Fig. 1: run 1, metal 1
Supply wires on this layer in grey.
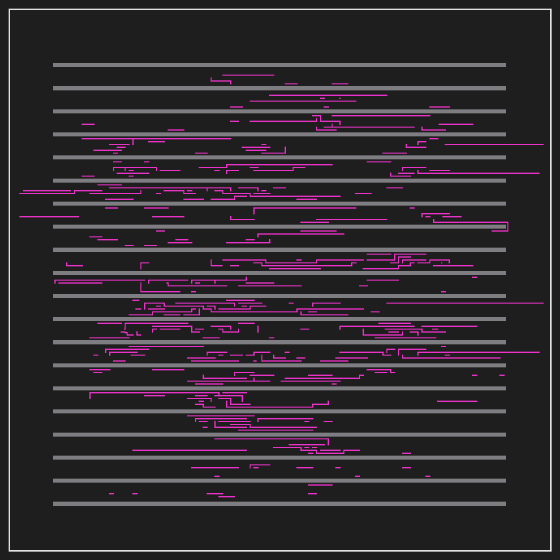
Fig. 2: run 1, register map, names as in the netlist
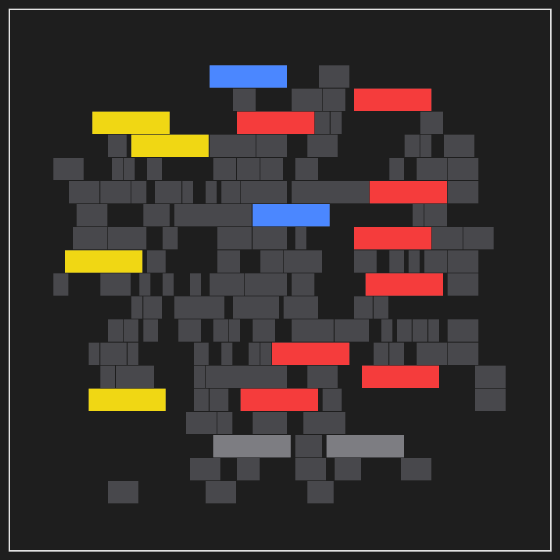
Fig. 3: run 1, clock routing
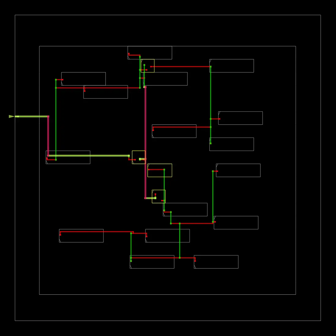
File: config.mk
export PLATFORM = sky130hd
export DESIGN_NAME = mesh_ni_packetizer_flat
export DESIGN_NICKNAME = d
export VERILOG_FILES = /design/src/rtl/mesh_ni_packetizer_pkg.sv /design/src/rtl/mesh_ni_packetizer_if.sv /design/src/rtl/mesh_ni_packetizer_flit_out_reg.sv /design/src/rtl/mesh_ni_packetizer.sv /design/src/flat_wrapper.sv
export SDC_FILE = /design/constraint.sdc
export NUM_CORES = 1
export LEC_CHECK = 0
export CELL_PAD_IN_SITES_DETAIL_PLACEMENT = 0
export CELL_PAD_IN_SITES_GLOBAL_PLACEMENT = 1
export CORE_MARGIN = 5
export CORE_UTILIZATION = 33
export DETAILED_ROUTE_END_ITERATION = 8
export GPL_TIMING_DRIVEN = 0
export MAX_ROUTING_LAYER = met4
export PLACE_DENSITY = 0.79
export SYNTH_ARGS = -nofsm -noshare
export SYNTH_HDL_FRONTEND = slang
export SYNTH_SLANG_ARGS = --single-unit
export TNS_END_PERCENT = 20
File: constraint.sdc
create_clock -name clk_i -period 1.8 [get_ports clk_i]
set_input_delay 0.36 -clock clk_i [delete_from_list [all_inputs] [get_ports clk_i]]
set_output_delay 0.36 -clock clk_i [all_outputs]
set_load 0.005 [all_outputs]
File: src/rtl/mesh_ni_packetizer_pkg.sv
// ---------------------------------------------------------------------------
// mesh_ni_packetizer_pkg : shared flit ids and packetizer FSM encodings
// Rev 1.0
// ---------------------------------------------------------------------------
`default_nettype none

package mesh_ni_packetizer_pkg;

  localparam int FLIT_ID_BITS = 2;

  typedef logic [FLIT_ID_BITS-1:0] flit_id_t;

  // 2'b00 is reserved so an idle/cleared flit can never look like traffic
  localparam flit_id_t FLIT_HEAD = 2'b01;
  localparam flit_id_t FLIT_BODY = 2'b10;
  localparam flit_id_t FLIT_TAIL = 2'b11;

  localparam int ST_W = 2;
  localparam logic [ST_W-1:0] ST_IDLE  = 2'd0;
  localparam logic [ST_W-1:0] ST_PLD   = 2'd1;
  localparam logic [ST_W-1:0] ST_ZTAIL = 2'd2;

endpackage

`default_nettype wire

File: src/rtl/mesh_ni_packetizer_if.sv
// ---------------------------------------------------------------------------
// mesh_ni_packetizer_if : header, payload and flit channels of the packetizer
// Rev 1.0
// ---------------------------------------------------------------------------
`default_nettype none

interface mesh_ni_packetizer_if #(
  parameter int CHANNEL_W  = 8,
  parameter int FLIT_ID_W  = 2,
  parameter int ROW_ADDR_W = 2,
  parameter int COL_ADDR_W = 2,
  parameter int LEN_W      = 4
);
  logic                          hdr_vld_i;
  logic                          hdr_rdy_o;
  logic [ROW_ADDR_W-1:0]         hdr_row_i;
  logic [COL_ADDR_W-1:0]         hdr_col_i;
  logic [LEN_W-1:0]              hdr_len_i;
  logic                          pld_vld_i;
  logic                          pld_rdy_o;
  logic [CHANNEL_W-FLIT_ID_W-1:0] pld_data_i;
  logic [CHANNEL_W-1:0]          flit_data_o;
  logic                          flit_vld_o;
  logic                          flit_rdy_i;
  logic                          busy_o;
  logic                          pkt_sent_o;

  // master = packetizer, slave = message source plus mesh terminal port
  modport master (
    input  hdr_vld_i, hdr_row_i, hdr_col_i, hdr_len_i,
    input  pld_vld_i, pld_data_i, flit_rdy_i,
    output hdr_rdy_o, pld_rdy_o, flit_data_o, flit_vld_o, busy_o, pkt_sent_o
  );

  modport slave (
    output hdr_vld_i, hdr_row_i, hdr_col_i, hdr_len_i,
    output pld_vld_i, pld_data_i, flit_rdy_i,
    input  hdr_rdy_o, pld_rdy_o, flit_data_o, flit_vld_o, busy_o, pkt_sent_o
  );
endinterface

`default_nettype wire

File: src/rtl/mesh_ni_packetizer_flit_out_reg.sv
// ---------------------------------------------------------------------------
// mesh_ni_packetizer_flit_out_reg : single-entry valid/ready flit register
// Rev 1.0
// ---------------------------------------------------------------------------
`default_nettype none

module mesh_ni_packetizer_flit_out_reg #(
  parameter int CHANNEL_W = 8
) (
  input  wire logic                 clk_i,
  input  wire logic                 rst_ni,
  input  wire logic                 i_load,
  input  wire logic [CHANNEL_W-1:0] i_data,
  input  wire logic                 i_rdy,
  output logic                      o_ld,
  output logic                      o_vld,
  output logic [CHANNEL_W-1:0]      o_data
);

  logic                 r_vld;
  logic [CHANNEL_W-1:0] r_data;
  logic                 w_ld;

  // register may take a new flit when empty or when its current flit leaves
  assign w_ld = !r_vld || i_rdy;

  always_ff @(posedge clk_i or negedge rst_ni) begin
    if (!rst_ni) begin
      r_vld  <= 1'b0;
      r_data <= '0;
    end else if (w_ld) begin
      r_vld <= i_load;
      if (i_load) begin
        r_data <= i_data;
      end
    end
  end

  assign o_ld   = w_ld;
  assign o_vld  = r_vld;
  assign o_data = r_data;

endmodule

`default_nettype wire

File: src/rtl/mesh_ni_packetizer.sv
// ---------------------------------------------------------------------------
// mesh_ni_packetizer : turns header + payload words into HEAD/BODY/TAIL flits
// Rev 1.0
// ---------------------------------------------------------------------------
`default_nettype none

module mesh_ni_packetizer
  import mesh_ni_packetizer_pkg::*;
#(
  parameter int CHANNEL_W  = 8,
  parameter int FLIT_ID_W  = 2,
  parameter int ROW_ADDR_W = 2,
  parameter int COL_ADDR_W = 2,
  parameter int LEN_W      = 4
) (
  input  wire logic               clk_i,
  input  wire logic               rst_ni,
  mesh_ni_packetizer_if.master    bus
);

  localparam int FLIT_DATA_W = CHANNEL_W - FLIT_ID_W;

  if (ROW_ADDR_W + COL_ADDR_W > FLIT_DATA_W) begin : g_addr_too_wide
    $error("mesh_ni_packetizer: row+col address does not fit in the head flit");
  end
  if (FLIT_ID_W != FLIT_ID_BITS) begin : g_bad_id_width
    $error("mesh_ni_packetizer: FLIT_ID_W must be 2");
  end

  logic [ST_W-1:0]        r_state;
  logic [ST_W-1:0]        w_state_nxt;
  logic [LEN_W-1:0]       r_cnt;
  logic                   r_pkt_sent;
  logic                   w_ld;
  logic                   w_hdr_rdy;
  logic                   w_pld_rdy;
  logic                   w_load;
  logic [CHANNEL_W-1:0]   w_flit_d;
  logic [FLIT_DATA_W-1:0] w_head_data;
  logic                   w_flit_vld;
  logic [CHANNEL_W-1:0]   w_flit_data;
  logic                   w_hdr_hs;
  logic                   w_pld_hs;

  assign w_hdr_hs = bus.hdr_vld_i && w_hdr_rdy;
  assign w_pld_hs = bus.pld_vld_i && w_pld_rdy;

  always_comb begin
    w_head_data = '0;
    w_head_data[ROW_ADDR_W+COL_ADDR_W-1:0] = {bus.hdr_row_i, bus.hdr_col_i};
  end

  always_ff @(posedge clk_i or negedge rst_ni) begin
    if (!rst_ni) begin
      r_state <= ST_IDLE;
    end else begin
      r_state <= w_state_nxt;
    end
  end

  always_comb begin
    w_state_nxt = r_state;
    case (r_state)
      ST_IDLE:  if (w_hdr_hs) w_state_nxt = (bus.hdr_len_i != '0) ? ST_PLD : ST_ZTAIL;
      ST_PLD:   if (w_pld_hs && r_cnt == LEN_W'(1)) w_state_nxt = ST_IDLE;
      ST_ZTAIL: if (w_ld) w_state_nxt = ST_IDLE;
      default:  w_state_nxt = ST_IDLE;
    endcase
  end

  // ready outputs follow the output register's load enable combinationally
  always_comb begin
    w_hdr_rdy = 1'b0;
    w_pld_rdy = 1'b0;
    w_load    = 1'b0;
    w_flit_d  = '0;
    case (r_state)
      ST_IDLE: begin
        w_hdr_rdy = w_ld;
        w_load    = w_hdr_hs;
        w_flit_d  = {FLIT_HEAD, w_head_data};
      end
      ST_PLD: begin
        w_pld_rdy = w_ld;
        w_load    = w_pld_hs;
        w_flit_d  = {(r_cnt > LEN_W'(1)) ? FLIT_BODY : FLIT_TAIL, bus.pld_data_i};
      end
      ST_ZTAIL: begin
        w_load   = w_ld;
        w_flit_d = {FLIT_TAIL, {FLIT_DATA_W{1'b0}}};
      end
      default: ;
    endcase
  end

  always_ff @(posedge clk_i or negedge rst_ni) begin
    if (!rst_ni) begin
      r_cnt <= '0;
    end else if (r_state == ST_IDLE && w_hdr_hs) begin
      r_cnt <= bus.hdr_len_i;
    end else if (r_state == ST_PLD && w_pld_hs) begin
      r_cnt <= r_cnt - LEN_W'(1);
    end
  end

  always_ff @(posedge clk_i or negedge rst_ni) begin
    if (!rst_ni) begin
      r_pkt_sent <= 1'b0;
    end else begin
      r_pkt_sent <= w_flit_vld && bus.flit_rdy_i &&
                    (w_flit_data[CHANNEL_W-1 -: FLIT_ID_W] == FLIT_TAIL);
    end
  end

  mesh_ni_packetizer_flit_out_reg #(
    .CHANNEL_W (CHANNEL_W)
  ) u_flit_out_reg (
    .clk_i  (clk_i),
    .rst_ni (rst_ni),
    .i_load (w_load),
    .i_data (w_flit_d),
    .i_rdy  (bus.flit_rdy_i),
    .o_ld   (w_ld),
    .o_vld  (w_flit_vld),
    .o_data (w_flit_data)
  );

  assign bus.hdr_rdy_o   = w_hdr_rdy;
  assign bus.pld_rdy_o   = w_pld_rdy;
  assign bus.flit_vld_o  = w_flit_vld;
  assign bus.flit_data_o = w_flit_data;
  assign bus.pkt_sent_o  = r_pkt_sent;
  assign bus.busy_o      = (r_state != ST_IDLE) || w_flit_vld;

endmodule

`default_nettype wire
File: src/flat_wrapper.sv
// flat-port wrapper written by rule: the top's interface ports become plain ports
module mesh_ni_packetizer_flat import mesh_ni_packetizer_pkg::*;
#(
  parameter int CHANNEL_W  = 8,
  parameter int FLIT_ID_W  = 2,
  parameter int ROW_ADDR_W = 2,
  parameter int COL_ADDR_W = 2,
  parameter int LEN_W      = 4
)
  (clk_i, rst_ni, bus_hdr_vld_i, bus_hdr_row_i, bus_hdr_col_i, bus_hdr_len_i, bus_pld_vld_i, bus_pld_data_i, bus_flit_rdy_i, bus_hdr_rdy_o, bus_pld_rdy_o, bus_flit_data_o, bus_flit_vld_o, bus_busy_o, bus_pkt_sent_o);
  mesh_ni_packetizer_if #(.CHANNEL_W(CHANNEL_W), .FLIT_ID_W(FLIT_ID_W), .ROW_ADDR_W(ROW_ADDR_W), .COL_ADDR_W(COL_ADDR_W), .LEN_W(LEN_W)) bus_i ();
  input  wire logic clk_i;
  input  wire logic rst_ni;
  input wire logic [$bits(bus_i.hdr_vld_i)-1:0] bus_hdr_vld_i;
  input wire logic [$bits(bus_i.hdr_row_i)-1:0] bus_hdr_row_i;
  input wire logic [$bits(bus_i.hdr_col_i)-1:0] bus_hdr_col_i;
  input wire logic [$bits(bus_i.hdr_len_i)-1:0] bus_hdr_len_i;
  input wire logic [$bits(bus_i.pld_vld_i)-1:0] bus_pld_vld_i;
  input wire logic [$bits(bus_i.pld_data_i)-1:0] bus_pld_data_i;
  input wire logic [$bits(bus_i.flit_rdy_i)-1:0] bus_flit_rdy_i;
  output wire logic [$bits(bus_i.hdr_rdy_o)-1:0] bus_hdr_rdy_o;
  output wire logic [$bits(bus_i.pld_rdy_o)-1:0] bus_pld_rdy_o;
  output wire logic [$bits(bus_i.flit_data_o)-1:0] bus_flit_data_o;
  output wire logic [$bits(bus_i.flit_vld_o)-1:0] bus_flit_vld_o;
  output wire logic [$bits(bus_i.busy_o)-1:0] bus_busy_o;
  output wire logic [$bits(bus_i.pkt_sent_o)-1:0] bus_pkt_sent_o;
  assign bus_i.hdr_vld_i = bus_hdr_vld_i;
  assign bus_i.hdr_row_i = bus_hdr_row_i;
  assign bus_i.hdr_col_i = bus_hdr_col_i;
  assign bus_i.hdr_len_i = bus_hdr_len_i;
  assign bus_i.pld_vld_i = bus_pld_vld_i;
  assign bus_i.pld_data_i = bus_pld_data_i;
  assign bus_i.flit_rdy_i = bus_flit_rdy_i;
  assign bus_hdr_rdy_o = bus_i.hdr_rdy_o;
  assign bus_pld_rdy_o = bus_i.pld_rdy_o;
  assign bus_flit_data_o = bus_i.flit_data_o;
  assign bus_flit_vld_o = bus_i.flit_vld_o;
  assign bus_busy_o = bus_i.busy_o;
  assign bus_pkt_sent_o = bus_i.pkt_sent_o;
  mesh_ni_packetizer #(.CHANNEL_W(CHANNEL_W), .FLIT_ID_W(FLIT_ID_W), .ROW_ADDR_W(ROW_ADDR_W), .COL_ADDR_W(COL_ADDR_W), .LEN_W(LEN_W)) u_core (.clk_i(clk_i), .rst_ni(rst_ni), .bus(bus_i));
endmodule
==> run summary <==
Crit Path Max Fanout - 6
area taken by multi-input logic gates - 517 µm²
count of final setup violators - 0
number of flip-flops under the largest register name - 8
total standard cell area after synthesis - 948 µm²
worst flop-to-flop path startpoint - u_core.r_state[1]
number of nets produced by synthesis - 119
total of warnings raised by yosys - 0
Worst Max-Slew Pin Slew - 0.757 ns
clock net sink count - 16
Yosys chip area - 948 µm²
area fraction in compound gates after synthesis - 18.7%
Die Y-Extent - 63.6 µm
number of unique standard cell types used by synthesis - 32
Comb area share - 36.2%
non-clock buffering overhead in the final layout - 28.5%
H-tree depth reported by CTS - 1
final hold vios - 0
endpoint of the lowest-slack register-to-register path - u_core.u_flit_out_reg.o_data[7]
top_reg_cell synth - dfrtp_1
switching portion of total power - 37.0%
Fmax achieved - 570 MHz
Syn-to-layout area delta - 50.7%
max-slew violations - 0
worst max-slew margin expressed relative to the limit - 49.4%
Seq/Total Area, Yosys - 42.2%
adder and majority cell fraction of the synthesized area - 7.92%
leakage - 0.610 nW
remaining design rule violation count - 0
initial DRC count - 24
Worst R2R Path Depth - 5
standard cell with the maximum stage delay on the critical path - dfrtp_1
core utilization before placement - 34.4%
final worst setup slack - 0.0466 ns
CP peak stage delay - 0.41 ns
family with the most delay on the worst path - buffers and inverters
clock latency on the worst-skew pair - 0.30 ns
arrival time of the worst setup path - 1.39 ns
final setup TNS - 0 ns
relative area of clock buffers and inverters in the final design - 2.54%
wire length of the first global-routing pass - 4360 µm
critical path endpoint category - output pin
Detailed Place HPWL - 1870 µm
buffers from clock root to sink, at most - 2
Crit path buffers/inverters - 3
maximum number of pins on one net before global-route repair - 17
highest-count logic cell in the final layout - clkdlybuf4s50_1
kind of start point of the critical path - flip-flop
Placer Congestion - 0.823
Pwr top - combinational cells
worst vdd ir - 0.765 mV
proportion of power drawn by the clock network - 11.0%
worst-path cell chain - inv_2 -> ha_4 -> buf_6 -> nand2b_1 -> dlygate4sd2_1
Hold WC Path Type - input pin to asynchronous set/reset pin
number of tapcells - 31
clock tree from TritonCTS - built
Clk power - 0.251 mW
post-route antenna net violation count - 0
fill cell total of the finished layout - 258
total non-filler cell area in the finished layout - 1430 µm²
run status - finished clean
Avg Cell Area, Syn - 10.1 µm²
Power Density - 1600 nW/µm²
hold buffer count at cts - 0
xor/xnor share - 2.77%
required time reported for the critical path endpoint - 1.44 ns
MUX area fraction - 4.62%
post-cts sizing count - 17
Cell Rows - 19
chip width - 63.6 µm
total grt overflow - 0
via count of the first global-routing pass - 954
antenna violations before repair - 0
reg-to-reg slack, setup - 0.07 ns
most frequently placed logic cells in the final layout - 27 x clkdlybuf4s50_1, 16 x dfrtp_1, 10 x nor2_1
Cell Area, Placed - 1300 µm²
# IOs - 32
fraction of layout cells with a size suffix above 1 - 22.6%
number of multi-input combinational cells - 66
Power, Total - 2.29 mW
share of power burned in registers - 28.4%
area fraction in and, or, nand and nor cells after synthesis - 17.2%
top logic cell family in the synthesized netlist - AND-OR/OR-AND gates
minimum hold slack - 0.496 ns
## Picture notes: Fig. 1
main direction: horizontal
nets with wire on the layer: 136
share of all routed wire: 41%
wire length on this layer: 1,030 µm
longest straight run: 18.4 µm
total length of routed wires: 2510 µm
met1 GRT Util: 13.9%
routed via count: 865

## Picture notes: Fig. 2
[yellow] `u_core.r_cnt` | sequential cells: 4
[blue] `u_core.r_state` | sequential cells: 2
[red] `u_core.u_flit_out_reg.o_data` | sequential cells: 8
sequential logic power: 0.651 mW
Reg area: 400 µm²
final core utilization: 51.8%
share of cell area taken by flip-flops and latches: 28.0%

## Picture notes: Fig. 3
sequential cell count: 16
Clock Skews: 0.00435 ns

## run 1: cells in the mapped netlist, drive strengths merged, types with 2 or more instances
cell / number / share of area (%)
dfrtp: 16 / 42
nor2: 10 / 4.0
a21oi: 8 / 4.2
inv: 8 / 3.2
ha: 6 / 7.9
nand3: 5 / 2.6
o21ai: 5 / 2.6
a22oi: 4 / 3.2
buf: 4 / 3.4
nand2: 4 / 1.6
mux2: 3 / 3.6
nand2b: 2 / 2.1
nor2b: 2 / 2.1
nor4: 2 / 1.3
xnor2: 2 / 1.8
## run 1: layer usage
layer | vias up | global-route usage [%] | wire [µm]
li1 | 414 | - | -
met1 | 420 | 13.9 | 1030
met2 | 26 | 24.5 | 1300
met3 | 5 | 3.91 | 144
met4 | 0 | 5.97 | 31
met5 | - | - | 0
Power and IR drop assume default switching activity.
